--- src/rtl/i2c_pkg.sv ---
// Shared types for the I2C request arbiter.
// Holds the arbiter FSM state encoding and the default abort timeout.
package i2c_pkg;

  typedef enum logic [2:0] {
    IDLE      = 3'd0,
    ARB       = 3'd1,
    LAUNCH    = 3'd2,
    WAIT_DONE = 3'd3,
    COMPLETE  = 3'd4,
    DRAIN     = 3'd5
  } state_t;

  localparam int TIMEOUT_CYC_DEF = 4096;
  localparam int CNT_MIN_W       = 16;

endpackage

--- src/rtl/rr_arbiter.sv ---
// Round-robin pick: first set req_i bit searching from last_owner_i+1.
// Ports: req_i, last_owner_i in; onehot_o, idx_o, valid_o out.
module rr_arbiter #(
  parameter int N_REQ = 4,
  parameter int IW    = 2
) (
  input  logic [N_REQ-1:0] req_i,
  input  logic [IW-1:0]    last_owner_i,
  output logic [N_REQ-1:0] onehot_o,
  output logic [IW-1:0]    idx_o,
  output logic             valid_o
);

  logic [IW-1:0] p;

  // Walk from farthest to nearest so the nearest candidate wins.
  always_comb begin
    onehot_o = '0;
    idx_o    = '0;
    valid_o  = 1'b0;
    p        = '0;
    for (int k = N_REQ; k >= 1; k--) begin
      p = IW'((int'(last_owner_i) + k) % N_REQ);
      if (req_i[p]) begin
        onehot_o    = '0;
        onehot_o[p] = 1'b1;
        idx_o       = p;
        valid_o     = 1'b1;
      end
    end
  end

endmodule

--- src/rtl/i2c_req_arbiter.sv ---
// Shares one I2C master among N_REQ requesters, round-robin, with timeout.
// Ports: req/req_wr/req_addr/req_wdata in, gnt/req_done/req_err/rdata out, m_* to master.
module i2c_req_arbiter
  import i2c_pkg::*;
#(
  parameter int N_REQ       = 4,
  parameter int TIMEOUT_CYC = TIMEOUT_CYC_DEF
) (
  input  logic               clk,
  input  logic               reset_n,
  input  logic [N_REQ-1:0]   req,
  input  logic [N_REQ-1:0]   req_wr,
  input  logic [N_REQ*7-1:0] req_addr,
  input  logic [N_REQ*8-1:0] req_wdata,
  output logic [N_REQ-1:0]   gnt,
  output logic [N_REQ-1:0]   req_done,
  output logic               req_err,
  output logic [7:0]         rdata,
  output logic               m_en,
  output logic               m_wr_rdn,
  output logic [6:0]         m_addr,
  output logic [7:0]         m_wdata,
  input  logic [7:0]         m_rdata,
  input  logic               m_done
);

  localparam int IW = (N_REQ > 1) ? $clog2(N_REQ) : 1;
  localparam int TW = $clog2(TIMEOUT_CYC + 1);
  localparam int CW = (TW > CNT_MIN_W) ? TW : CNT_MIN_W;

  state_t           state_q, state_d;
  logic [IW-1:0]    last_q;
  logic [IW-1:0]    owner_q;
  logic [N_REQ-1:0] gnt_q;
  logic             wr_q;
  logic [6:0]       addr_q;
  logic [7:0]       wdata_q;
  logic [7:0]       rdata_q;
  logic             err_q;
  logic [CW-1:0]    cnt_q;
  logic             sync1_q, sync2_q, prev_q;

  logic [N_REQ-1:0] arb_onehot;
  logic [IW-1:0]    arb_idx;
  logic             arb_valid;
  logic             done_rise;
  logic             timeout;

  rr_arbiter #(
    .N_REQ (N_REQ),
    .IW    (IW)
  ) u_rr (
    .req_i        (req),
    .last_owner_i (last_q),
    .onehot_o     (arb_onehot),
    .idx_o        (arb_idx),
    .valid_o      (arb_valid)
  );

  assign done_rise = sync2_q & ~prev_q;
  assign timeout   = (cnt_q == CW'(TIMEOUT_CYC - 1));

  always_comb begin
    state_d = state_q;
    unique case (state_q)
      IDLE:      if (|req) state_d = ARB;
      ARB:       state_d = arb_valid ? LAUNCH : IDLE;
      LAUNCH:    state_d = WAIT_DONE;
      WAIT_DONE: if (done_rise || timeout) state_d = COMPLETE;
      COMPLETE:  state_d = DRAIN;
      DRAIN:     if (!sync2_q) state_d = IDLE;
      default:   state_d = IDLE;
    endcase
  end

  always_ff @(posedge clk or posedge reset_n) begin
    if (reset_n) begin
      state_q <= IDLE;
      last_q  <= IW'(N_REQ - 1);
      owner_q <= '0;
      gnt_q   <= '0;
      wr_q    <= 1'b0;
      addr_q  <= '0;
      wdata_q <= '0;
      rdata_q <= '0;
      err_q   <= 1'b0;
      cnt_q   <= '0;
      sync1_q <= 1'b0;
      sync2_q <= 1'b0;
      prev_q  <= 1'b0;
    end else begin
      state_q <= state_d;
      sync1_q <= m_done;
      sync2_q <= sync1_q;
      prev_q  <= sync2_q;
      if (state_q == ARB && arb_valid) begin
        gnt_q   <= arb_onehot;
        owner_q <= arb_idx;
        wr_q    <= req_wr[arb_idx];
        addr_q  <= req_addr[int'(arb_idx)*7 +: 7];
        wdata_q <= req_wdata[int'(arb_idx)*8 +: 8];
        err_q   <= 1'b0;
      end
      if (state_q == LAUNCH) cnt_q <= '0;
      if (state_q == WAIT_DONE) begin
        cnt_q <= cnt_q + CW'(1);
        // A real done wins over a coincident timeout.
        if (done_rise) rdata_q <= m_rdata;
        else if (timeout) err_q <= 1'b1;
      end
      if (state_q == COMPLETE) begin
        last_q <= owner_q;
        gnt_q  <= '0;
      end
    end
  end

  assign gnt      = gnt_q;
  assign req_done = (state_q == COMPLETE) ? gnt_q : '0;
  assign req_err  = (state_q == COMPLETE) & err_q;
  assign rdata    = rdata_q;
  assign m_en     = (state_q == WAIT_DONE);
  assign m_wr_rdn = wr_q;
  assign m_addr   = addr_q;
  assign m_wdata  = wdata_q;

endmodule

--- config.mk ---
export PLATFORM = sky130hd
export DESIGN_NAME = i2c_req_arbiter
export DESIGN_NICKNAME = d
export VERILOG_FILES = /design/src/rtl/i2c_pkg.sv /design/src/rtl/rr_arbiter.sv /design/src/rtl/i2c_req_arbiter.sv
export SDC_FILE = /design/constraint.sdc
export NUM_CORES = 1
export LEC_CHECK = 0
export CAP_MARGIN = 20
export CORE_MARGIN = 1
export CORE_UTILIZATION = 24
export DETAILED_ROUTE_END_ITERATION = 8
export PLACE_DENSITY_LB_ADDON = 0.3
export SETUP_SLACK_MARGIN = 0.2
export SLEW_MARGIN = 40
export SYNTH_ARGS = -nofsm -noshare
export SYNTH_HDL_FRONTEND = slang
export SYNTH_SLANG_ARGS = --single-unit
--- constraint.sdc ---
create_clock -name clk -period 6.94 [get_ports clk]
set_clock_uncertainty 0.2 [all_clocks]
set_input_delay 0.694 -clock clk [delete_from_list [all_inputs] [get_ports clk]]
set_output_delay 0.694 -clock clk [all_outputs]
set_load 0.02 [all_outputs]
**Run 1: gate families picked out**

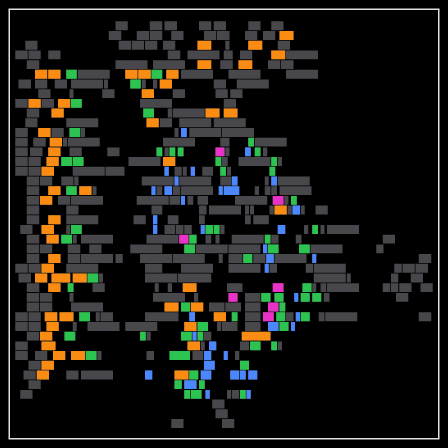
| colour | family | cells |
|---|---|---|
| magenta | non-inverting ao/oa cells | 7 |
| orange | mux cells | 55 |
| green | aoi and oai cells | 60 |
| blue | nor cells | 39 |
logic share of the area: 38.2%
non-filler cells, final: 611
dominant logic cell type in the layout: clkdlybuf4s50_1

**Run 1: the clock network**

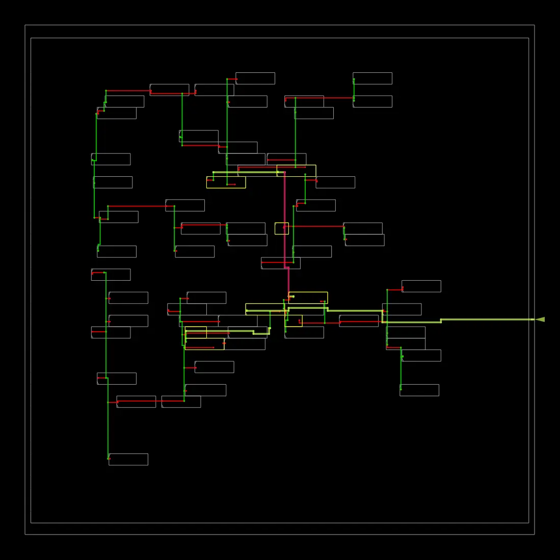
clk latency late pin: 0.30 ns
CLK BUF: 6

**Run 1: close-up of the layout**

Window x 5 to 55, y 65 to 115 um. Cells in grey, sequential cells in the stronger grey; small squares are vias.
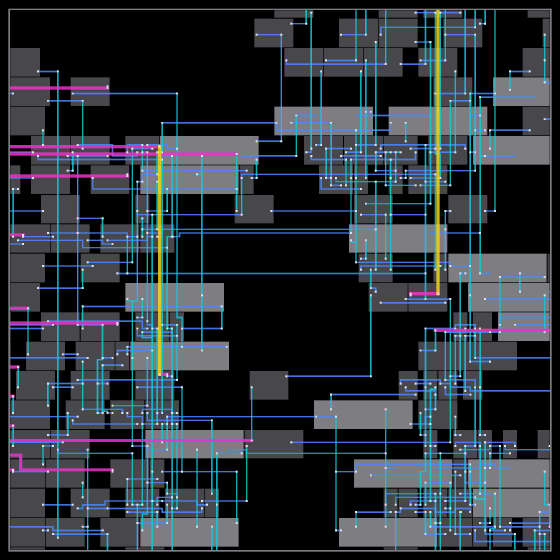
| colour | layer |
|---|---|
| yellow | metal 4 |
| cyan | metal 2 |
| blue | metal 1 |
| magenta | metal 3 |
sequential cells in the window: 19
most frequent: clkdlybuf4s50_1 (35), mux2i_1 (20), dfrtp_1 (19)
cells with their middle in the window: 115
netlist names of flops here include: `cnt_q` (7), `m_addr` (4), `m_wdata` (4)

==> Changelog: implementation, run 1 <==
## Implementation

- Maximum number of pins on one net before global-route repair: 56
- RSZ-0062 raised after global routing: no
- Synth top cell by count: dfrtp_1
- DP Area: 4580 um2
- Worst setup EP type: flip-flop
- Port bufs: 112
- Die X: 120 um
- Synth cell types: 58
- 1st-iter DRT viols: 89
- Via count: 2,872
- EDFF count, synth: 0
- Ao+oa area frac: 14.2%
- Chip height: 120 um
- Yosys stat area: 3340 um2
- Dpl hpwl: 6.19 mm
- Syn-to-layout area delta: 41.6%
- Area leader share: 39.7%
- Dpl cells: 603
- Share of cells above drive strength 1: 9.20%
- Post-synth seq share: 41.2%
- Final Routed Wirelength: 8.24 mm
- Total CTS buffers: 5
- Leading area contributor after synthesis: dfrtp_1
- Cell area leaders: dfrtp_1, mux2i_1, mux2_2, nand2_1, ha_1
- Clock transition at path regs: 0.08 ns
- Final setup fails: 0
- DR pass1 iterations: 4
- Area of the mapped netlist: 3340 um2
- Worst Path Max Fanout: 20
- Final hold vios: 0
- First-pass GRT wire length: 13.4 mm
- Initial antenna violation count: 0
- Tmin final: 3.52 ns
- Final WS setup: 3.42 ns
- Routed Antenna Nets: 0
- Final setup TNS: 0 ns
- GRT overflow: 0
- Routability Congestion: 0.801
- Core Box Area: 13,400 um2
- IO Pins: 113
- Antenna cells: 0
- Ys async rst share: 100%
- H-tree depth: 2
- Worst slew pin tran: 0.758 ns
- Post-cts hold buffer count: 0
- Commonest cells in the netlist: dfrtp_1, nand2_1, mux2i_1, nor2_1, mux2_2
- Clock tree buffer depth: 2
- Cells after Synth: 334
- Top FF cell, synth: dfrtp_1
- Pwr Total: 1.85 mW
- Status: finished clean
- # rows: 42
- Simple Share, Synth: 17.0%
- Req. time, crit path: 6.90 ns
- Hold Crit Class: reg2reg
- Max VDD drop: 0.000131 V
- Fin area: 4730 um2
- Clk root buf: clkbuf_16
- Fp_density: 24.9%
- XOR/XNOR Fraction of Synth Area: 1.57%
- Adder share: 3.37%
- Post_cts resized: 0
- Syn avg cell area: 10.0 um2
- Cycle use final: 50.7%
- Post-CTS Setup Repair Bufs: 0
- Drt wl/cell: 13.5 um
- Layout Utilization: 35.3%
- Max-Cap Viols: 0
- OpenROAD warnings: 33
run 1: final timing paths:
check	from	endpoint	slack (ns)
worst min-delay path	sync1_q	sync2_q	0.16
worst max register to register	last_q[0]	m_wdata[4]	3.42
worst max-delay path	last_q[0]	m_wdata[4]	3.42
worst min register to register	sync1_q	sync2_q	0.16
max in group asynchronous	reset_n	gnt[3]	5.35
min in group asynchronous	reset_n	m_addr[3]	0.70
run 1: power breakdown:
part	switching (mW)	leakage, nW	internal [mW]
clock	0.116	0.0790	0.147
combinational	0.544	1.25	0.487
sequential	0.112	0.692	0.441
run 1: worst max-delay path, stage by stage (launching register included):
cell	delay, ns
dfstp_2	0.75
inv_1	0.23
ha_1	0.49
a21boi_0	0.23
a2bb2oi_1	0.18
o32ai_1	0.13
o21ai_4	0.48
buf_8	0.26
mux2i_1	0.29
o221ai_1	0.13
run 1: registers in the layout, summed over array words and instances, names as in the netlist:
signal	flops
sync1_q	1
prev_q	1
rdata	8
owner_q	2
state_q	3
m_wr_rdn	1
gnt	4
err_q	1
sync2_q	1
last_q	2
m_wdata	8
cnt_q	16
m_addr	7
run 1: layout make-up:
| cell class | instances | area, um2 |
|---|---|---|
| Clock buffer | 6 | 139 |
| Timing Repair Buffer | 114 | 1140 |
| Multi-Input combinational cell | 251 | 1810 |
| Clock inverter | 2 | 20.0 |
| Tap cell | 176 | 220 |
| Inverter | 7 | 26.3 |
| Sequential cell | 55 | 1380 |
| Fill cell | 1357 | 8670 |
run 1: per-layer routing:
metal / up-vias / part of all wire, % / global-route usage (%)
li1: 1423 / - / -
met1: 1346 / 46 / 14.4
met2: 97 / 45 / 18.7
met3: 6 / 8.1 / 4.04
met4: 0 / 0.98 / 1.95
met5: - / 0 / 0
run 1: cell usage in the layout, fill, tap and decap left out, types with 2 or more instances in the layout:
| cell | count |
|---|---|
| a221oi_1 | 2 |
| xnor2_1 | 3 |
| nor3b_1 | 2 |
| dfrtp_1 | 53 |
| nand2b_1 | 4 |
| clkbuf_16 | 5 |
| nor2b_1 | 2 |
| inv_1 | 6 |
| or4_1 | 2 |
| o21ai_0 | 13 |
| nor4b_1 | 2 |
| nor2_2 | 2 |
| or3_1 | 2 |
| a211oi_1 | 4 |
| nor2_1 | 19 |
| and3_1 | 10 |
| mux2_2 | 15 |
| dfstp_2 | 2 |
| a21oi_1 | 8 |
| o21ai_2 | 4 |
| a22o_1 | 4 |
| nand3_1 | 12 |
| o31ai_1 | 4 |
| o211ai_1 | 2 |
| mux2i_1 | 38 |
| clkdlybuf4s50_1 | 112 |
| ha_1 | 9 |
| xor2_1 | 3 |
| o221ai_1 | 11 |
| a21o_1 | 2 |
| nor3_1 | 6 |
| nand2_1 | 41 |
| nor4_1 | 3 |
| a31oi_1 | 2 |
run 1: kinds of logic after synthesis:
group / after synthesis
buf+inv: 28
mux: 55
xor+xnor: 6
flops: 55
simple gates: 114
fa+ha+maj: 9
compound gates: 67
==> run 2: changes to the inputs <==
==> constraint.sdc (replaced) <==
create_clock -name clk -period 3.6 [get_ports clk]
set_clock_uncertainty 0.2 [all_clocks]
set_input_delay 0.36 -clock clk [delete_from_list [all_inputs] [get_ports clk]]
set_output_delay 0.36 -clock clk [all_outputs]
set_load 0.02 [all_outputs]
**Run 2: gate families picked out**

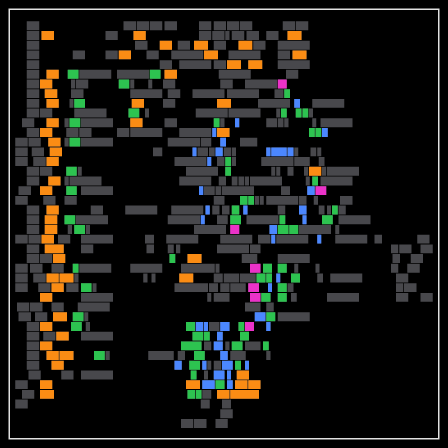
| colour | family | cells |
|---|---|---|
| blue | nor cells | 39 |
| orange | mux cells | 55 |
| green | aoi and oai cells | 60 |
| magenta | non-inverting ao/oa cells | 7 |

==> Changelog: implementation, run 2 <==
## Implementation

- Final hold vios: 0 (unchanged)
- Initial antenna violation count: 0 (unchanged)
- Max FFs per register: 16 (unchanged)
- Synth cell types: 58 (unchanged)
- Leading area contributor after synthesis: dfrtp_1
- OpenROAD warnings: 33 (unchanged)
- Synth top cell by count: dfrtp_1
- Commonest cells in the netlist: dfrtp_1, nand2_1, mux2i_1, nor2_1, mux2_2
- Post-cts hold buffer count: 0 (unchanged)
- NetSw: 1.48 mW (+91%)
- Maximum number of pins on one net before global-route repair: 30 (-46%)
- Comb power frac: 57.8% (+2.0 points)
- Cell area leaders: dfrtp_1, mux2i_1, mux2_2, nand2_1, ha_1
- Dominant logic cell type in the layout: clkdlybuf4s50_1
- 1st-iter DRT viols: 84 (-5.6%)
- Worst slew pin tran: 0.676 ns (-0.0819 ns)
- Hold Crit Class: reg2reg
- Ys async rst share: 100% (unchanged)
- Final setup TNS: 0 ns (unchanged)
- Final Routed Wirelength: 8.25 mm (about the same)
- RSZ-0062 raised after global routing: no
- DR pass1 iterations: 4 (unchanged)
- Post-synth seq share: 41.2% (unchanged)
- Syn avg cell area: 10.0 um2 (unchanged)
- Area leader share: 39.7% (unchanged)
- Post-CTS Setup Repair Bufs: 0 (unchanged)
- Chip height: 120 um (unchanged)
- IO Pins: 113 (unchanged)
- Fp_density: 24.9% (unchanged)
- H-tree depth: 2 (unchanged)
- Clk root buf: clkbuf_16
- Total CTS buffers: 5 (unchanged)
- GRT overflow: 0 (unchanged)
- Top FF cell, synth: dfrtp_1
- Antenna cells: 0 (unchanged)
- Sw frac: 41.2% (-0.60 points)
- # rows: 42 (unchanged)
- Cells after Synth: 334 (unchanged)
- Worst setup EP type: flip-flop
- Layout Utilization: 35.7% (+0.38 points)
- Max-Cap Viols: 0 (unchanged)
- Share of cells above drive strength 1: 10.6% (+1.4 points)
- Dpl hpwl: 6.31 mm (+1.9%)
- Final setup fails: 0 (unchanged)
- Clock share of power: 13.8% (-0.5 points)
- Clock tree buffer depth: 2 (unchanged)
- Post_cts resized: 0 (unchanged)
- Port bufs: 112 (unchanged)
- Clock transition at path regs: 0.07 ns (about the same)
- EDFF count, synth: 0 (unchanged)
- Top Layout Cells: clkdlybuf4s50_1, dfrtp_1, nand2_1
- Max VDD drop: 0.000321 V (+140%)
- Die X: 120 um (unchanged)
- Req. time, crit path: 3.55 ns (-3.35 ns)
- Cycle use final: 82.8% (+32 points)
- Via count: 2,903 (+1.1%)
- Internal power: 2.11 mW (+96%)
- Biggest register: cnt_q
- Status: finished clean
- Routability Congestion: 0.725 (-9.5%)
[run 2: critical path, stage by stage, from the launching register on]
cell and delay (ns):
dfstp_2 0.53, inv_1 0.10, ha_1 0.51, mux2i_1 0.28
nor3_1 0.07, o31ai_1 0.43, o21ai_4 0.12, buf_12 0.20
mux2i_1 0.25, o221ai_1 0.14
[run 2: cell families (layout without fill, tap and decap cells)]
logic type               after synthesis  after routing  synth area share, %
XOR/XNOR                               6              6                 1.57
buffers and inverters                 28            136                 5.13
adder cells (fa/ha/maj)                9              9                 3.37
flip-flops                            55             55                 41.2
multiplexers                          55             55                 17.6
AND-OR/OR-AND                         67             67                 14.2
AND/OR/NAND/NOR                      114            114                 17.0
[run 2: area by class of cell]
| type | instances | area (um2) |
|---|---|---|
| Clock buffer | 6 | 139 |
| Clock inverter | 2 | 13.8 |
| Fill cell | 1377 | 8610 |
| Inverter | 7 | 26.3 |
| Multi-Input combinational cell | 251 | 1810 |
| Sequential cell | 55 | 1380 |
| Tap cell | 176 | 220 |
| Timing Repair Buffer | 121 | 1200 |
[run 2: power by group through the flow]
stage          combinational, mW  sequential (mW)  clock, mW
2_1_floorplan               1.31             1.17          0
3_3_place_gp                2.08             1.02          0
3_5_place_dp                2.11             1.03          0
4_1_cts                     2.11             1.02      0.511
5_1_grt                     2.27             1.06      0.536
6_report                    2.07             1.02      0.494
[run 2: routing by layer]
| metal | global-route usage (%) | routed length, um | vias up |
|---|---|---|---|
| li1 | - | - | 1440 |
| met1 | 14.7 | 3750 | 1353 |
| met5 | 0 | 0 | - |
| met3 | 3.28 | 561 | 2 |
| met2 | 19.4 | 3930 | 108 |
| met4 | 1.33 | 10 | 0 |
[run 2: final timing paths]
path,cells past startpoint,start,slack [ns],endpoint
setup reg to reg,9,last_q[1],0.62,m_wdata[4]
hold reg to reg,0,sync1_q,0.16,sync2_q
setup / recovery,9,last_q[1],0.62,m_wdata[4]
min in group asynchronous,2,reset_n,0.26,rdata[1]
max in group asynchronous,3,reset_n,2.11,last_q[0]
hold / removal,0,sync1_q,0.16,sync2_q
[run 2: through the flow]
stage	instance area [um2]	total power, mW	instances	setup slack (ns)	hold slack [ns]
5_1_grt	4790	3.86	618	0.464	0.174
3_3_place_gp	4630	3.11	610	0.469	0.135
6_report	4790	3.59	618	0.618	0.156
4_1_cts	4790	3.64	618	0.552	0.157
2_1_floorplan	3340	2.48	334	0.869	0.131
3_5_place_dp	4630	3.13	610	0.565	0.141
Power and IR drop assume default switching activity.
